**config.mk**
```make
export PLATFORM = sky130hd
export DESIGN_NAME = frog_move_sched
export DESIGN_NICKNAME = d
export VERILOG_FILES = /design/src/rtl/frog_move_sched.sv
export SDC_FILE = /design/constraint.sdc
export NUM_CORES = 1
export LEC_CHECK = 0
export CAP_MARGIN = 10
export CORE_UTILIZATION = 29
export CTS_CLUSTER_SIZE = 25
export DETAILED_ROUTE_END_ITERATION = 8
export HOLD_SLACK_MARGIN = 0.05
export PLACE_DENSITY = 0.47
export SYNTH_ARGS = -nofsm -noshare
export SYNTH_HDL_FRONTEND = slang
export SYNTH_SLANG_ARGS = --single-unit
```
**constraint.sdc**
```tcl
create_clock -name frame_clk -period 6.7 [get_ports frame_clk]
set_input_delay 1.675 -clock frame_clk [delete_from_list [all_inputs] [get_ports frame_clk]]
set_output_delay 1.675 -clock frame_clk [all_outputs]
set_load 0.01 [all_outputs]
```
**src/rtl/frog_move_sched.sv**
```systemverilog
`timescale 1ns/1ps
// Frame-rate move sequencer: WASD keys -> multi-frame hops, log drift merge, bounds/kill handling.
// Optional `FROG_KEY_REPEAT_EN: a held key re-triggers a hop on return to IDLE after COOL.
module frog_move_sched #(
   parameter int X_STEP         = 18,
   parameter int Y_STEP         = 18,
   parameter int HOP_FRAMES     = 3,
   parameter int COOL_FRAMES    = 4,
   parameter int RESPAWN_FRAMES = 8,
   parameter int X_MIN          = 0,
   parameter int X_MAX          = 639,
   parameter int Y_MIN          = 50,
   parameter int Y_MAX          = 438,
   parameter int FROG_SIZE      = 9
) (
   input  logic        frame_clk,
   input  logic        Reset,
   input  logic [15:0] keycode,
   input  logic [9:0]  FrogX,
   input  logic [9:0]  FrogY,
   input  logic        drift_req,
   input  logic [9:0]  drift_dx,
   input  logic        kill_req,
   output logic [9:0]  MoveX,
   output logic [9:0]  MoveY,
   output logic        Move_valid,
   output logic        Respawn,
   output logic        Busy,
   output logic [1:0]  HopDir
);
   typedef enum logic [1:0] {IDLE, HOP, COOL, RESPAWN} state_t;

   localparam logic [15:0] KEY_W = 16'h001A;
   localparam logic [15:0] KEY_A = 16'h0004;
   localparam logic [15:0] KEY_S = 16'h0016;
   localparam logic [15:0] KEY_D = 16'h0007;

   localparam logic [9:0]         X_SUB    = 10'(X_STEP / HOP_FRAMES);
   localparam logic [9:0]         Y_SUB    = 10'(Y_STEP / HOP_FRAMES);
   localparam logic signed [11:0] XS       = 12'(X_STEP);
   localparam logic signed [11:0] YS       = 12'(Y_STEP);
   localparam logic signed [11:0] FS       = 12'(FROG_SIZE);
   localparam logic signed [11:0] XMN      = 12'(X_MIN);
   localparam logic signed [11:0] XMX      = 12'(X_MAX);
   localparam logic signed [11:0] YMN      = 12'(Y_MIN);
   localparam logic signed [11:0] YMX      = 12'(Y_MAX);
   localparam logic [7:0]         HOP_CNT  = 8'(HOP_FRAMES);
   localparam logic [7:0]         COOL_CNT = 8'(COOL_FRAMES);
   localparam logic [7:0]         RSP_CNT  = 8'(RESPAWN_FRAMES);

   state_t             state, state_n;
   logic [7:0]         cnt, cnt_n;
   logic               key_armed, armed_n;
   logic               key_hit;
   logic [1:0]         key_dir, hop_d, dir_n;
   logic signed [11:0] fx, fy, tgt_x, tgt_y, drift_x;
   logic               in_bounds, hop_on, drift_on, drift_oob, kill, respawn_n;
   logic [9:0]         hop_dx, hop_dy, mx, my;

   // Keycode decode and hop target bounds check (12-bit signed, never wraps)
   always_comb begin
      key_hit = 1'b1;
      key_dir = 2'd0;
      case (keycode)
         KEY_W:   key_dir = 2'd0;
         KEY_A:   key_dir = 2'd1;
         KEY_S:   key_dir = 2'd2;
         KEY_D:   key_dir = 2'd3;
         default: key_hit = 1'b0;
      endcase
      fx    = signed'({2'b00, FrogX});
      fy    = signed'({2'b00, FrogY});
      tgt_x = fx;
      tgt_y = fy;
      case (key_dir)
         2'd0:    tgt_y = fy - YS;
         2'd1:    tgt_x = fx - XS;
         2'd2:    tgt_y = fy + YS;
         default: tgt_x = fx + XS;
      endcase
      in_bounds = (tgt_x - FS >= XMN) && (tgt_x + FS <= XMX) &&
                  (tgt_y - FS >= YMN) && (tgt_y + FS <= YMX);
   end

   always_comb begin
      state_n   = state;
      cnt_n     = cnt;
      armed_n   = key_armed | (keycode == 16'h0000);
      dir_n     = HopDir;
      hop_on    = 1'b0;
      hop_d     = HopDir;
      respawn_n = 1'b0;
      case (state)
         IDLE: begin
            if (key_hit && key_armed) begin
               armed_n = 1'b0;
               if (in_bounds) begin
                  state_n = HOP;
                  cnt_n   = HOP_CNT;
                  dir_n   = key_dir;
                  hop_on  = 1'b1;
                  hop_d   = key_dir;
               end
            end
         end
         // The accepting edge already emitted the first sub-step
         HOP: begin
            if (cnt > 8'd1) begin
               hop_on = 1'b1;
               cnt_n  = cnt - 8'd1;
            end else begin
               state_n = COOL;
               cnt_n   = COOL_CNT;
            end
         end
         COOL: begin
            if (cnt <= 8'd1) begin
               state_n = IDLE;
               cnt_n   = 8'd0;
`ifdef FROG_KEY_REPEAT_EN
               armed_n = 1'b1;
`endif
            end else begin
               cnt_n = cnt - 8'd1;
            end
         end
         default: begin
            armed_n = 1'b0;
            if (cnt <= 8'd1) begin
               state_n = IDLE;
               cnt_n   = 8'd0;
            end else begin
               cnt_n = cnt - 8'd1;
            end
         end
      endcase

      hop_dx = 10'd0;
      hop_dy = 10'd0;
      if (hop_on) begin
         case (hop_d)
            2'd0:    hop_dy = -Y_SUB;
            2'd1:    hop_dx = -X_SUB;
            2'd2:    hop_dy = Y_SUB;
            default: hop_dx = X_SUB;
         endcase
      end

      drift_on  = drift_req && (state != RESPAWN);
      mx        = hop_dx + (drift_on ? drift_dx : 10'd0);
      my        = hop_dy;
      drift_x   = fx + signed'({{2{mx[9]}}, mx});
      drift_oob = drift_on && ((drift_x - FS < XMN) || (drift_x + FS > XMX));
      kill      = (kill_req || drift_oob) && (state != RESPAWN);

      // Kill overrides everything decided above, including a same-frame key
      if (kill) begin
         state_n   = RESPAWN;
         cnt_n     = RSP_CNT;
         armed_n   = 1'b0;
         dir_n     = HopDir;
         mx        = 10'd0;
         my        = 10'd0;
         respawn_n = 1'b1;
      end
   end

   always_ff @(posedge frame_clk or posedge Reset) begin
      if (Reset) begin
         state      <= IDLE;
         cnt        <= 8'd0;
         key_armed  <= 1'b0;
         MoveX      <= 10'd0;
         MoveY      <= 10'd0;
         Move_valid <= 1'b0;
         Respawn    <= 1'b0;
         Busy       <= 1'b0;
         HopDir     <= 2'd0;
      end else begin
         state      <= state_n;
         cnt        <= cnt_n;
         key_armed  <= armed_n;
         MoveX      <= mx;
         MoveY      <= my;
         Move_valid <= (mx != 10'd0) || (my != 10'd0);
         Respawn    <= respawn_n;
         Busy       <= (state_n != IDLE);
         HopDir     <= dir_n;
      end
   end
endmodule
```
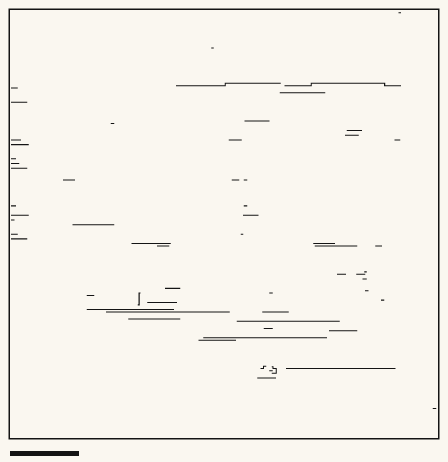
m3.png
Scale bar: 20 microns.
The layer holds 2.7% of the routed length. 51 nets have wire on it. The longest straight run is 35.4 microns. The layer carries 427 microns of wire.

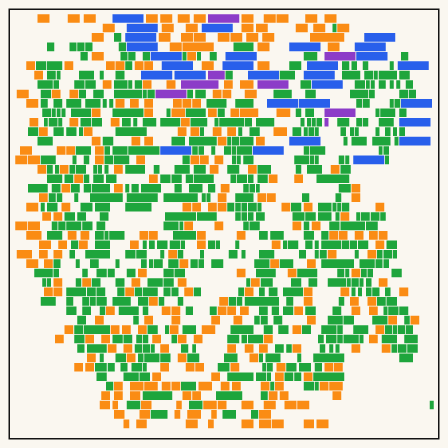
class_map.png
Key: purple = clock drivers and dummy loads [cells 8]; blue = registers [cells 29]; green = remaining logic cells [cells 518]; orange = remaining buffers and delay cells [cells 290]

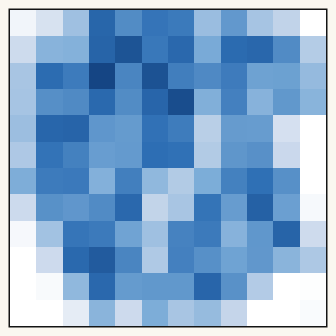
util_map.png
12 x 12 tiles, from white (low) to dark blue (high), 0 to 100% covered.
The densest ninth of the die: top centre. The fullest tile reaches 91%. 8.3% of the tiles are nearly empty. The mean over all tiles is 49%.

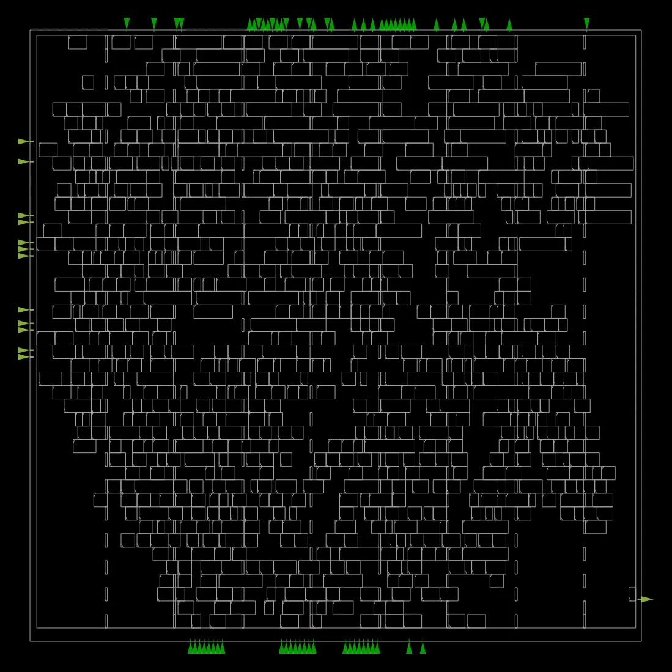
placed.png
FILL cells: 1346
Final Core Density: 53.6%
Layout Cells excl Fill: 1029
n_taps: 184
core area: 0.0145 sq mm

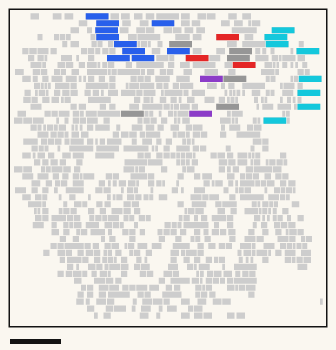
ff_map.png
Scale bar: 20 microns. Other sequential cells in the stronger grey, the rest of the logic in the fainter grey.
Key: blue = `MoveX` [placed flops 10]; red = `MoveY` [placed flops 3]; purple = `HopDir` [placed flops 2]; cyan = `cnt` [placed flops 8, where upper right]
Another 6 sequential cells are not coloured.

==> reports/metrics.cfg <==
[floorplanning]
initial_core_util_pct = 29.6
dieHeight_microns = 124
row_count = 44
pin_count = 75
chipWidth_microns = 124

[timing]
fin_crit_sh_pct = 131
period_needed_ns = 8.80
tightest_slew_ns = 0.732
final-setup-viol-count = 29
hold_viol = 0
finalWorstSetupSlack_ns = -2.10
slew_violations = 0
finalClockSkew_ns = 0.00650
clock.fmax_mhz = 114
rsz0062_at_grt = yes

[setup_path]
cp.required_ns = 6.82
crit_family = AND-OR/OR-AND gates
ff2ff_setup_slack_ns = 0.54
cp-end-kind = flop
cpMostUsedCell = a21oi_2
worst_setup_path_start_kind = input pin
slowest_stage = or4_4
worst-setup-path-type = input pin to flop
critPathBufInv = 5
worstPathArrival_ns = 8.93
crit_fanout = 5
max_stage_delay_ns = 0.55

[routing]
totalWireLength_microns = 16100
wl_per_cell_microns = 15.7
post-route-drc-count = 0
vias = 5382
drt_iter0_markers = 267
dr.pass1.iters = 5

[global_routing]
grt_use_total_pct = 21.6
grt_pass1_vias = 5398
antenna_found_initial = 0
overflow = 0
grt_pass1_wl_microns = 26300
grt_max_degree = 30

[cells_and_area]
area_growth_pct = 81.2
layout-drive-gt1-share_pct = 43.8
antenna_cells = 0
nets = 929
final_cell_mix = buf_4 (206), clkdlybuf4s50_1 (54), nor2_1 (39)
finalInstanceArea_sq_mm = 0.00776
layout.cells.most_common = buf_4

[yosys]
ff_type = dfrtp_1
yosysChipArea_sq_mm = 0.00428
netlist_area_sq_mm = 0.00428
ys_types = 73
yosys_cells = 570
synth_warnings = 0
postSynthCellCount = 570
synthesis.nets = 655
yosys.area.top_type = dfrtp_1
synth_seq_share_pct = 16.9
synthTopCellsByArea = dfrtp_1 (17%), ha_1 (9.6%), xnor2_1 (5.5%), a21oi_1 (4.8%), nor2_1 (4.6%)
ys_ff = 29
synthArstFlopShare_pct = 100
postSynthAreaPerCell_sq_um = 7.51
netlist.area_leader.share_pct = 16.9

[clocking]
clkLatencyLatePin_ns = 0.27
clockRootBuffer = clkbuf_16
h-tree-depth = 2
cts-buffers-inserted = 5
clkTransAtPathRegs_ns = 0.05
ctsHoldBuffers = 0
cts_buffer_depth = 2

[placed_design]
place_area_sq_mm = 0.00667
portBuffers = 73
gp_congestion = 0.924
place_hpwl_microns = 12700

[hold_path]
hold_class = flop to flop

[status]
failed_checks = negative setup slack
status = complete, but fails checks

[power_and_ir_drop]
leakage_nw = 3.36
p_per_area_mw_per_mm2 = 172
peakVddDrop_mv = 0.129

[run]
max-cap-violations = 0

-- path summary, 6_finish.rpt --
path / endpoint / cells after the start / startpoint
setup / recovery: Move_valid / 35 / keycode[13]
hold / removal: cnt[7] / 1 / cnt[7]
setup reg to reg: Move_valid / 32 / key_armed
hold reg to reg: cnt[7] / 1 / cnt[7]
max in group asynchronous: key_armed / 3 / Reset
min in group asynchronous: MoveY[2] / 2 / Reset
-- state kept, by name (all words and copies together), names as in the netlist --
signal,count
cnt,8
Busy,1
Respawn,1
HopDir,2
MoveY,3
state,2
key_armed,1
MoveX,10
Move_valid,1
-- power breakdown --
part / internal [mW] / total, mW / switching (mW)
clock network: 0.185 / 0.261 / 0.0761
logic: 0.421 / 0.817 / 0.396
registers: 0.222 / 0.256 / 0.0347
-- cells by family (layout without fill, tap and decap cells) --
family,after synthesis,in the layout,share of synthesized area (%)
AOI/OAI and AO/OA,161,161,26.9
xor gates and xnor gates,35,35,7.16
adders and majority gates,36,36,10.8
buffers and inverters,62,337,6.43
DFF,29,29,16.9
muxes,7,7,1.72
other,1,1,0.0876
and+or+nand+nor,239,239,29.9
-- layer usage --
metal	global-route usage [%]	part of all wire, %
met1	29.3	48
met2	37.7	49
met3	2.03	2.6
met4	3.01	0.86
met5	0	0
-- metrics by stage --
step / std cells / worst slack, ns / hold slack (ns) / total power, mW / TNS, ns
6_report: 1029 / -2.10 / 0.531 / 1.33 / -58.90
5_1_grt: 1029 / -2.47 / 0.539 / 1.43 / -69.44
4_1_cts: 1024 / -2.08 / 0.529 / 1.31 / -58.67
3_5_place_dp: 983 / -3.04 / 0.499 / 0.941 / -84.49
3_3_place_gp: 983 / -2.89 / 0.504 / 0.932 / -82.25
2_1_floorplan: 570 / -1.95 / 0.458 / 0.656 / -54.59
-- layout make-up --
type	instances	area, sq um
clock buffers	7	143
clock inverters	1	30.0
fillers	1346	6720
inverters	39	149
multi-input cells	479	4070
flip-flops and latches	29	726
well taps	184	230
repair buffers	290	2400
-- repair_timing --
item / in CTS / in global routing
cloned: 1 / 1
setup buffers: 32 / 5
pin swaps: 42 / 17
resized: 127 / 50
setup endpoints to repair: 29 / 29
hold endpoints to repair: 0 / 0
-- cell usage after synthesis, types with 4 or more instances --
| library cell | count |
|---|---|
| nor3b_1 | 4 |
| o21bai_1 | 9 |
| and2_1 | 14 |
| a22oi_1 | 5 |
| buf_2 | 4 |
| nor4b_1 | 4 |
| inv_1 | 39 |
| nand2b_1 | 11 |
| o31ai_1 | 4 |
| and3_1 | 11 |
| a21oi_1 | 41 |
| nor2_1 | 53 |
| nand4_1 | 10 |
| nand3_1 | 35 |
| a21o_1 | 6 |
| nor4_1 | 13 |
| or3_1 | 4 |
| mux2i_1 | 4 |
| a21boi_0 | 4 |
| a31oi_1 | 9 |
| xnor2_1 | 27 |
| xor2_1 | 8 |
| ha_1 | 33 |
| o22ai_1 | 4 |
| a211oi_1 | 14 |
| o21ai_0 | 11 |
| a311oi_1 | 7 |
| nor2b_1 | 13 |
| nand2_1 | 31 |
| buf_4 | 8 |
| nor3_1 | 22 |
| dfrtp_1 | 29 |
| clkbuf_1 | 10 |
| a2bb2oi_1 | 4 |
| o211ai_1 | 5 |
Power figures rest on the tool's default switching activity, not on a simulated workload.
